**config.mk**
```make
export PLATFORM = sky130hd
export DESIGN_NAME = cw_ctrl
export DESIGN_NICKNAME = d
export VERILOG_FILES = /design/src/rtl/cw_pkg.sv /design/src/rtl/cw.sv /design/src/rtl/cw_ctrl.sv
export SDC_FILE = /design/constraint.sdc
export NUM_CORES = 1
export LEC_CHECK = 0
export CAP_MARGIN = 20
export CORE_AREA = 2 2 253 255
export CTS_BUF_LIST = sky130_fd_sc_hd__clkbuf_2 sky130_fd_sc_hd__clkbuf_4 sky130_fd_sc_hd__clkbuf_8
export DETAILED_ROUTE_END_ITERATION = 8
export DIE_AREA = 0 0 255 257
export GPL_TIMING_DRIVEN = 1
export PLACE_DENSITY = 0.81
export SLEW_MARGIN = 20
export SYNTH_ARGS = -nofsm -noshare
export SYNTH_HDL_FRONTEND = slang
export SYNTH_SLANG_ARGS = --single-unit
```
**constraint.sdc**
```tcl
create_clock -name clk -period 2.8 [get_ports clk]
set_clock_uncertainty 0.2 [all_clocks]
set_input_delay 0.56 -clock clk [delete_from_list [all_inputs] [get_ports clk]]
set_output_delay 0.56 -clock clk [all_outputs]
set_load 0.1 [all_outputs]
```
**src/rtl/cw_pkg.sv**
```systemverilog
// Shared types and helpers for the chaffing-and-winnowing sequencer.
// Holds the controller state encoding and the packet width rule.
package cw_pkg;

  typedef enum logic [1:0] {
    IDLE,
    FILL,
    SETTLE,
    EMIT
  } cw_ctrl_state_t;

  // One packet is {bit, tag, ctr}
  function automatic int pkt_w(input int tagsize, input int ctrsize);
    return 1 + tagsize + ctrsize;
  endfunction

endpackage

```
**src/rtl/cw.sv**
```systemverilog
// Chaffing-and-winnowing datapath: builds wheat/chaff packet pairs
// from a message, its tag cache and the message counter.
module cw
  import cw_pkg::*;
#(
  parameter int CWBITS    = 32,
  parameter int CTRSIZE   = 16,
  parameter int TAGSIZE   = 16,
  parameter int CACHESIZE = 64
) (
  input  logic                                         clk,
  input  logic [CWBITS-1:0]                            msg,
  input  logic [CACHESIZE*TAGSIZE-1:0]                 cache,
  input  logic [CTRSIZE-1:0]                           ctr,
  output logic [2*CWBITS*(1+TAGSIZE+CTRSIZE)-1:0]      msgOut
);

  localparam int PW = pkt_w(TAGSIZE, CTRSIZE);

  logic [2*CWBITS*PW-1:0] out_d;

  if (CACHESIZE > CWBITS) begin : g_spare
    logic unused_spare;
    assign unused_spare = ^cache[CACHESIZE*TAGSIZE-1:CWBITS*TAGSIZE];
  end

  // Wheat carries the true bit and its tag; chaff the inverse bit and a mirrored tag
  always_comb begin
    out_d = '0;
    for (int j = 0; j < CWBITS; j++) begin
      out_d[(2*j)*PW +: PW] =
        {msg[j], cache[j*TAGSIZE +: TAGSIZE], ctr};
      out_d[(2*j+1)*PW +: PW] =
        {~msg[j], cache[(CWBITS-1-j)*TAGSIZE +: TAGSIZE], ctr};
    end
  end

  // Capture the packet set once the inputs are stable
  always_ff @(posedge clk) begin
    msgOut <= out_d;
  end

endmodule

```
**src/rtl/cw_ctrl.sv**
```systemverilog
// Sequencer around cw: takes a message, fetches its MAC tags,
// then streams the wheat/chaff packets with the message counter.
module cw_ctrl
  import cw_pkg::*;
#(
  parameter int CWBITS    = 32,
  parameter int CTRSIZE   = 16,
  parameter int TAGSIZE   = 16,
  parameter int CACHESIZE = 64
) (
  input  logic                            clk,
  input  logic                            rstn,
  input  logic                            msg_valid,
  output logic                            msg_ready,
  input  logic [CWBITS-1:0]               msg_data,
  output logic                            tag_req,
  output logic [$clog2(CWBITS)-1:0]       tag_idx,
  output logic [CTRSIZE-1:0]              tag_ctr,
  input  logic                            tag_ack,
  input  logic [TAGSIZE-1:0]              tag_data,
  output logic                            pkt_valid,
  input  logic                            pkt_ready,
  output logic [TAGSIZE+CTRSIZE:0]        pkt_data,
  output logic                            pkt_last,
  output logic [CTRSIZE-1:0]              ctr
);

  localparam int PW = pkt_w(TAGSIZE, CTRSIZE);
  localparam int IW = $clog2(CWBITS);
  localparam int EW = $clog2(2*CWBITS);

  if (CACHESIZE < CWBITS) begin : g_bad_cache
    $error("cw_ctrl: CACHESIZE must be >= CWBITS");
  end

  cw_ctrl_state_t      state_q, state_d;
  logic [CWBITS-1:0]   msg_q, msg_d;
  logic [IW-1:0]       fill_q, fill_d;
  logic [EW-1:0]       emit_q, emit_d;
  logic [CTRSIZE-1:0]  ctr_q, ctr_d;
  logic [TAGSIZE-1:0]  cache_q [CWBITS];
  logic [TAGSIZE-1:0]  cache_d [CWBITS];

  logic [CACHESIZE*TAGSIZE-1:0] cache_flat;
  logic [2*CWBITS*PW-1:0]       msg_out;

  // Next-state: accept, fill tags one at a time, settle, then emit
  always_comb begin
    state_d = state_q;
    msg_d   = msg_q;
    fill_d  = fill_q;
    emit_d  = emit_q;
    ctr_d   = ctr_q;
    cache_d = cache_q;
    unique case (state_q)
      IDLE: begin
        if (msg_valid) begin
          msg_d   = msg_data;
          fill_d  = '0;
          state_d = FILL;
        end
      end
      FILL: begin
        if (tag_ack) begin
          cache_d[fill_q] = tag_data;
          fill_d = fill_q + IW'(1);
          if (fill_q == IW'(CWBITS-1)) state_d = SETTLE;
        end
      end
      SETTLE: begin
        emit_d  = '0;
        state_d = EMIT;
      end
      EMIT: begin
        if (pkt_ready) begin
          emit_d = emit_q + EW'(1);
          if (emit_q == EW'(2*CWBITS-1)) begin
            ctr_d   = ctr_q + CTRSIZE'(1);
            state_d = IDLE;
          end
        end
      end
      default: state_d = IDLE;
    endcase
  end

  // Control registers reset; message and cache are plain data
  always_ff @(posedge clk) begin
    if (rstn) begin
      state_q <= IDLE;
      fill_q  <= '0;
      emit_q  <= '0;
      ctr_q   <= '0;
    end else begin
      state_q <= state_d;
      fill_q  <= fill_d;
      emit_q  <= emit_d;
      ctr_q   <= ctr_d;
    end
  end

  // Message and tag cache storage
  always_ff @(posedge clk) begin
    msg_q   <= msg_d;
    cache_q <= cache_d;
  end

  // Present the filled entries; spare cache slots read as zero
  always_comb begin
    cache_flat = '0;
    for (int j = 0; j < CWBITS; j++) begin
      cache_flat[j*TAGSIZE +: TAGSIZE] = cache_q[j];
    end
  end

  cw #(
    .CWBITS   (CWBITS),
    .CTRSIZE  (CTRSIZE),
    .TAGSIZE  (TAGSIZE),
    .CACHESIZE(CACHESIZE)
  ) u_cw (
    .clk   (clk),
    .msg   (msg_q),
    .cache (cache_flat),
    .ctr   (ctr_q),
    .msgOut(msg_out)
  );

  assign msg_ready = (state_q == IDLE);
  assign tag_req   = (state_q == FILL);
  assign tag_idx   = fill_q;
  assign tag_ctr   = ctr_q;
  assign pkt_valid = (state_q == EMIT);
  assign pkt_last  = pkt_valid && (emit_q == EW'(2*CWBITS-1));
  assign pkt_data  = pkt_valid ? msg_out[emit_q*PW +: PW] : '0;
  assign ctr       = ctr_q;

endmodule

```
run_1/class_map.png
The bar under the picture is 100 microns long.
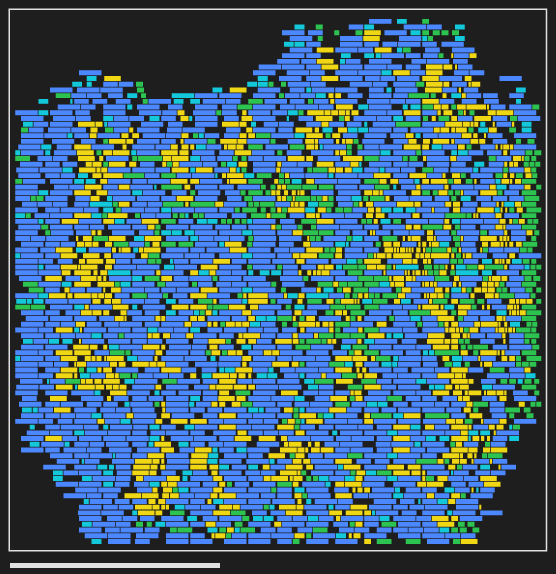
[blue] sequential cells | cells: 1165 | share of their area: 60%
[green] remaining buffers and delay cells | cells: 451 | share of their area: 11%
[cyan] clock drivers and dummy loads | cells: 319 | share of their area: 7.7%
[yellow] remaining logic cells | cells: 896 | share of their area: 21%

run_1/m1.png
Supply wires on this layer in grey. Cells faint in the background.
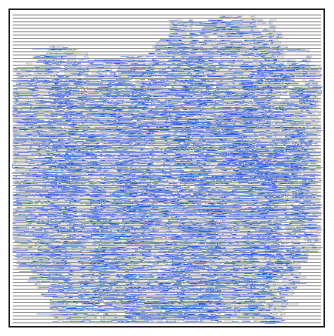
wire length on this layer: 37.9 mm
main direction: horizontal

run_1/clock_wires.png
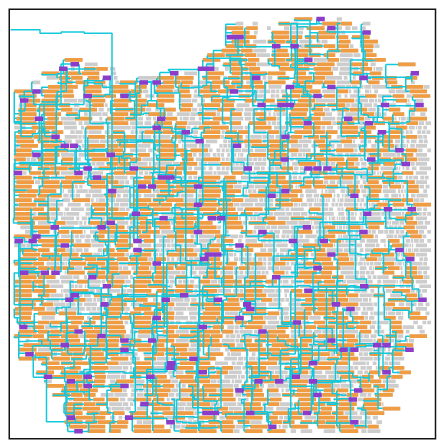
[purple] clock-net drivers | count: 171
[orange] flip-flops | count: 1165
[cyan] clock wires | length: 13900 microns
routed clock nets: 172

==> notes.md, run 1 <==
run results: status complete, but fails checks, violated checks negative setup slack, Max Freq approximately 250 MHz, Max-Slew Margin vs Limit 0.555, Final Worst Setup Slack -1.27 ns, Die Height about 260 microns, die area about 0.066 sq mm, Setup crit start emit_q[0], per-cell routed wire length 30.7 microns, cell family with the largest share of critical-path delay AND-OR/OR-AND gates, Worst-Margin Slew around 0.67 ns, post-layout util 0.787, synth-to-layout area growth 26.2%, worst r2r src emit_q[2], PwrDens 728 mW/mm^2, Comb pwr share 0.075, Synth Flop Type dfxtp_1, setup violators final 18, DP Worst Slack -0.448 ns, Post-CTS Resized 149, Seq pwr share 0.513, clk pwr between 10 and 15 mW, Synth Seq Share 0.735, Seq cells post-synth roughly 1200, Synth logic family multiplexers, switching portion of total power 0.234, I/O pin cnt ~130, number of synthesized flops with an enable pin ~540, critical path class reg -> out, yosys aoi share 0.0502, # rows 92, Setup crit end kind output port, chip area in the Yosys report 0.0392 sq mm, Post-CTS Hold Fix Bufs 0, design area ~0.05 sq mm, vias in the first global route 24700, hold path start msg_data[23], HP Class in -> reg, Worst-Skew Late Latency approximately 0.84 ns, Design Power around 36 mW, Max clock buf depth 3, Slowest-stage cell, CP dfxtp_4, Synth Area in Adders 0.00383, worst vdd ir roughly 0.00086 V, yosys stat cell total approximately 2200, Post-Layout Cell Count about 3700, Setup Buffers After CTS roughly 50, synthesized cell area about 0.04 sq mm, Net Count, Synth ~2300, cells along the critical path buf_6 -> buf_4 -> mux2i_1 -> o221ai_1 -> a211oi_2 -> buf_4 -> a211oi_1 -> a31o_4 -> buf_12, Internal roughly 28 mW, antenna violations before repair 1, final WL 113000 microns, root buf cell clkbuf_8, tool warning count 37, Area after DPL ~0.044 sq mm, Core Area between 0.06 and 0.07 sq mm, crit-path max FO 13, Hold Vio Cnt, Final 0, crit path DRT around 2.0 ns, clk slew on worst S/H paths around 0.060 ns, min Tclk post-route about 4 ns, P_sw about 8.4 mW, Post-DP HPWL just over 60000 microns, # port buffers 126, xor/xnor share 0.00313, router iterations before antenna repair 8, cell mode on critical path buf_4, largest net degree at the start of global routing 34, leading power group registers, gr usage total 0.337, CP startpoint kind flop, Via-to-Cell Ratio around 6.5, DR vias 23800, max incr delay on CP about 0.42 ns, YS warnings 0, Placer Congestion around 0.92, Hold WS between 0.08 and 0.09 ns, Gate Count Post-Synth 2220, Commonest Layout Cell dfxtp_1, most numerous logic cells after layout dfxtp_1 (613), edfxtp_1 (544), buf_4 (238), worst path arrival time around 3.3 ns, TritonCTS Buffers 171, share of layout cells above drive strength 1 0.395, RSZ-0062 raised after global routing yes, setup TNS -19.90 ns, Die W ~260 microns, CTS Sinks approximately 1200, seq pwr around 18 mW
==> run 1: cell type report <==
type | instances | area, sq um
fillers | 2890 | 13300
inverters | 44 | 165
multi-input cells | 852 | 10200
flip-flops and latches | 1165 | 28800
diodes | 1 | 2.50
well taps | 846 | 1060
clock inverters | 42 | 392
clock buffers | 277 | 3350
repair buffers | 451 | 5460
==> run 1: final timing paths <==
kind / endpoint / slack, ns / cells after the start
max: pkt_data[22] / -1.27 / 9
min reg2reg: u_cw.msgOut[1970] / 0.12 / 0
min: msg_q[23] / 0.09 / 1
max reg2reg: ctr[14] / 0.07 / 10
==> run 1: synth_stat cells (all sizes together) (6+ instances only) <==
library cell / instances / area [sq um]
edfxtp: 544 / 16300
clkbuf: 47 / 176
nor3: 10 / 50.1
dfxtp: 621 / 12400
a31o: 14 / 123
a21oi: 26 / 130
o22ai: 50 / 313
a22o: 13 / 114
mux2i: 153 / 1530
o21ai: 42 / 210
a22oi: 25 / 188
a211oi: 62 / 465
buf: 112 / 791
mux4: 189 / 4290
inv: 44 / 165
nand3: 8 / 40.0
nor2: 71 / 267
nor2b: 11 / 68.8
or3: 6 / 37.5
o221ai: 33 / 289
mux2: 34 / 383
xnor2: 10 / 87.6
nand2: 21 / 78.8
nand4: 10 / 62.6
and2: 21 / 131
ha: 12 / 150
==> run 1: routing by layer <==
layer,vias to the layer above,track usage,share of wire
met2,1913,0.545,0.48
li1,9502,-,-
met3,542,0.0819,0.11
met1,11800,0.407,0.34
met5,-,0,0
met4,0,0.216,0.071
==> run 1: flip-flops by register name, summed over array words and instances, names as in the netlist <==
signal / cells
cache_flat: 512
ctr: 16
emit_q: 6
msg_q: 32
state_q: 2
tag_idx: 5
u_cw.msgOut: 592
run_1/clock_nets.png
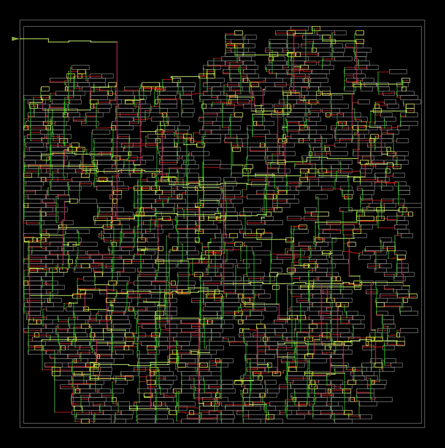

==> inputs of run 2 (changes only) <==
- SETUP_SLACK_MARGIN: default -> 0.1
run_2/clock_nets.png
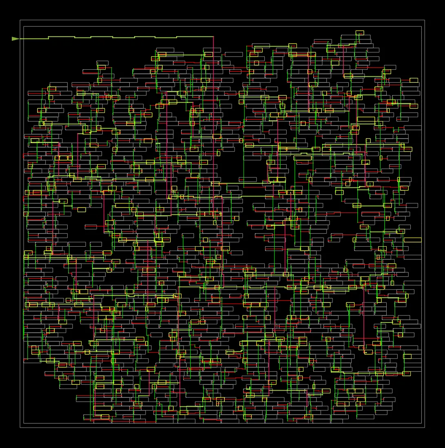
Worst-Skew Late Latency: 0.84 ns
flop count: 1165
# clk buffers: 275
TritonCTS Buffers: 170

==> run 2 against run 1 <==
Compared with the run above:
- the run still ends with negative setup slack left
- synthesized cell count unchanged
- cell area down 0.70%
- core utilization down 0.55 points
- largest power group unchanged
- die size unchanged
- largest cell class unchanged
- critical endpoint is now pkt_data[25]
- via count down 2.9%
- clock power about the same
==> notes.md, run 2 <==
run results: yosys aoi share 0.0502 (unchanged), violated checks negative setup slack (unchanged), Setup crit start emit_q[0] (unchanged), share of layout cells above drive strength 1 0.381 (was 0.395), RSZ-0062 raised after global routing yes (unchanged), vias in the first global route 24500 (was 24700), number of synthesized flops with an enable pin 544 (unchanged), # rows 92 (unchanged), final WL 107000 microns (was 113000 microns), met1 Usage GRT 0.408 (was 0.407), crit-path max FO 9 (was 13), min Tclk post-route 4.00 ns (was 4.07 ns), antenna violations before repair 2 (was 1), cell family with the largest share of critical-path delay buffers and inverters (was AND-OR/OR-AND gates), router iterations before antenna repair 5 (was 8), DR WL met2 51200 microns (was 54700 microns), seq pwr 18.4 mW (about the same), cells along the critical path buf_6 -> buf_12 -> buf_16 -> buf_8 -> mux4_2 -> a211oi_2 -> a211oi_2 -> a31o_4 -> buf_12 (was buf_6 -> buf_4 -> mux2i_1 -> o221ai_1 -> a211oi_2 -> buf_4 -> a211oi_1 -> a31o_4 -> buf_12), tool warning count 37 (unchanged), P_sw 8.24 mW (was 8.41 mW), per-cell routed wire length 29.2 microns (was 30.7 microns), Synth Area in Adders 0.00383 (unchanged), worst path arrival time 3.24 ns (was 3.31 ns), Hold Vio Cnt, Final 0 (unchanged), crit path DRT 2.04 ns (about the same), Final Worst Setup Slack -1.20 ns (was -1.27 ns), setup violators final 18 (unchanged), Gate Count Post-Synth 2220 (unchanged), PwrDens 732 mW/mm^2 (was 728 mW/mm^2), CP Buf/Inv Count 5 (was 4), biggest area consumer among synthesized cells edfxtp_1 (unchanged), R2R Setup Slk 0.15 ns (was 0.07 ns), DR vias 23100 (was 23800), clk pwr 14.6 mW (was 14.8 mW), Setup crit end kind output port (unchanged), chip area in the Yosys report 0.0392 sq mm (unchanged), clock power share 0.407 (was 0.412), Synth top cell by count dfxtp_1 (unchanged), grt met2 use 0.518 (was 0.545), # port buffers 126 (unchanged), CTS Sinks 1165 (unchanged), critical path class reg -> out (unchanged), Met1 Routed Length 37400 microns (was 37900 microns), worst vdd ir 0.000715 V (was 0.000860 V), Seq cells post-synth 1165 (unchanged), Post-CTS Hold Fix Bufs 0 (unchanged), Max Freq 250 MHz (was 245 MHz), CP startpoint kind flop (unchanged), Synth top area share 0.417 (unchanged), DRC Markers 0 (unchanged), crit path to pkt_data[25] (was pkt_data[22]), YS warnings 0 (unchanged), Cell Type Count 49 (unchanged), most numerous logic cells after layout dfxtp_1 (612), edfxtp_1 (544), buf_4 (202) (was dfxtp_1 (613), edfxtp_1 (544), buf_4 (238)), Reg with most FFs u_cw.msgOut (unchanged), met3 WL post-DR 10900 microns (was 12400 microns), CTS H-tree lvls 4 (unchanged), max layer used met4 (unchanged), Design Power 35.9 mW (was 36.0 mW), leading power group registers (unchanged), Via-to-Cell Ratio 6.34 (was 6.47), xor/xnor share 0.00313 (unchanged), largest net degree at the start of global routing 33 (was 34), Commonest cells post-synth dfxtp_1 (621), edfxtp_1 (544), mux4_2 (181), mux2i_1 (153), nor2_1 (71) (unchanged), Hold WS 0.0930 ns (was 0.0854 ns), Synth Seq Share 0.735 (unchanged), Max clock buf depth 3 (unchanged), Die W 255 microns (unchanged), root buf cell clkbuf_8 (unchanged), asr flop ratio synth 0 (unchanged), Post-DP HPWL 59900 microns (was 61300 microns), Commonest Layout Cell dfxtp_1 (unchanged), Placer Congestion 0.878 (was 0.919), max FFs per register 592 (unchanged), Net Count, Synth 2285 (unchanged), Max-Slew Margin vs Limit 0.621 (was 0.555), gr usage total 0.329 (was 0.337), Core Area 0.0627 sq mm (unchanged), Die Height 257 microns (unchanged), biggest area cells edfxtp_1 (42%), dfxtp_1 (32%), mux4_2 (10%) (unchanged), met3 GRT Util 0.0795 (was 0.0819), I/O pin cnt 127 (unchanged), R2R Path End ctr[13] (was ctr[14]), Slowest-stage cell, CP mux4_2 (was dfxtp_4), Comb pwr share 0.079 (was 0.075), Synth Flop Type dfxtp_1 (unchanged), yosys stat cell total 2220 (unchanged), worst r2r src emit_q[3] (was emit_q[2]), HP Class in -> reg (unchanged), switching portion of total power 0.229 (was 0.234), Worst-Margin Slew 0.568 ns (was 0.666 ns), synth-to-layout area growth 25.3% (was 26.2%), Worst path depth 9 (unchanged), r2r worst-path depth 7 (was 10), status complete, but fails checks (unchanged), DP Worst Slack -0.537 ns (was -0.448 ns), NumNets Final 2716 (was 2750), Seq pwr share 0.514 (was 0.513), Synth logic family multiplexers (unchanged), max incr delay on CP 0.56 ns (was 0.42 ns), Internal 27.7 mW (was 27.6 mW), busiest metal layer after global routing met2 (unchanged), clk slew on worst S/H paths 0.07 ns (was 0.06 ns), die area 0.0655 sq mm (unchanged), synthesized cell area 0.0392 sq mm (unchanged), Post-Layout Cell Count 3647 (was 3678)
## run 2: cell type report
type                       count  area [sq um]
multi-input combinational    852         10100
tap                          846          1060
sequential                  1165         28800
clock inverter                45           412
fill                        2976         13700
inverter                      44           169
clock buffer                 275          3320
timing repair buffer         418          5190
antenna                        2          5.00
## run 2: cell families (layout without fill, tap and decap cells)
| family | Yosys count | count (layout) |
|---|---|---|
| flops | 1165 | 1165 |
| mux | 376 | 376 |
| compound gates | 280 | 280 |
| buf+inv | 203 | 782 |
| simple gates | 170 | 170 |
| xor+xnor | 14 | 14 |
| fa+ha+maj | 12 | 12 |
| other cells | 0 | 2 |
## run 2: worst register-to-register path: cells and delay by family, from the launching register on
kind | cells | cell delay [ns]
AND/OR/NAND/NOR | 4 | 1.01
buffers and inverters | 2 | 0.55
flip-flops | 1 | 0.50
multiplexers | 1 | 0.29
## run 2: worst min-delay path by stage
stage	slack (ns)	depth (start not counted)	from	endpoint
global placement	0.12	0	cache_flat[299]	u_cw.msgOut[1215]
global route	0.06	1	msg_data[8]	msg_q[8]
floorplan	0.12	0	cache_flat[256]	u_cw.msgOut[1072]
finish	0.09	1	msg_data[18]	msg_q[18]
CTS	0.05	1	msg_data[12]	msg_q[12]
detailed placement	0.13	0	cache_flat[275]	u_cw.msgOut[1141]
## run 2: per-stage QoR
stage	instance area (sq um)	util	setup TNS (ns)
after floorplan	39600	-	-39.71
after global placement	43700	0.697	-5.02
after detailed placement	43700	0.697	-5.70
after CTS	48800	0.777	-19.16
after global routing	49100	0.782	-20.98
final	49100	0.782	-19.73
## run 2: what timing repair did
action / CTS / global route
hold endpoints to repair: 0 / 0
setup buffers: 32 / 8
resized: 156 / 43
pin swaps: 41 / 14
cloned: 11 / 1
endpoints found under the setup margin: 35 / 37
Power is estimated from default activity; no workload was simulated.
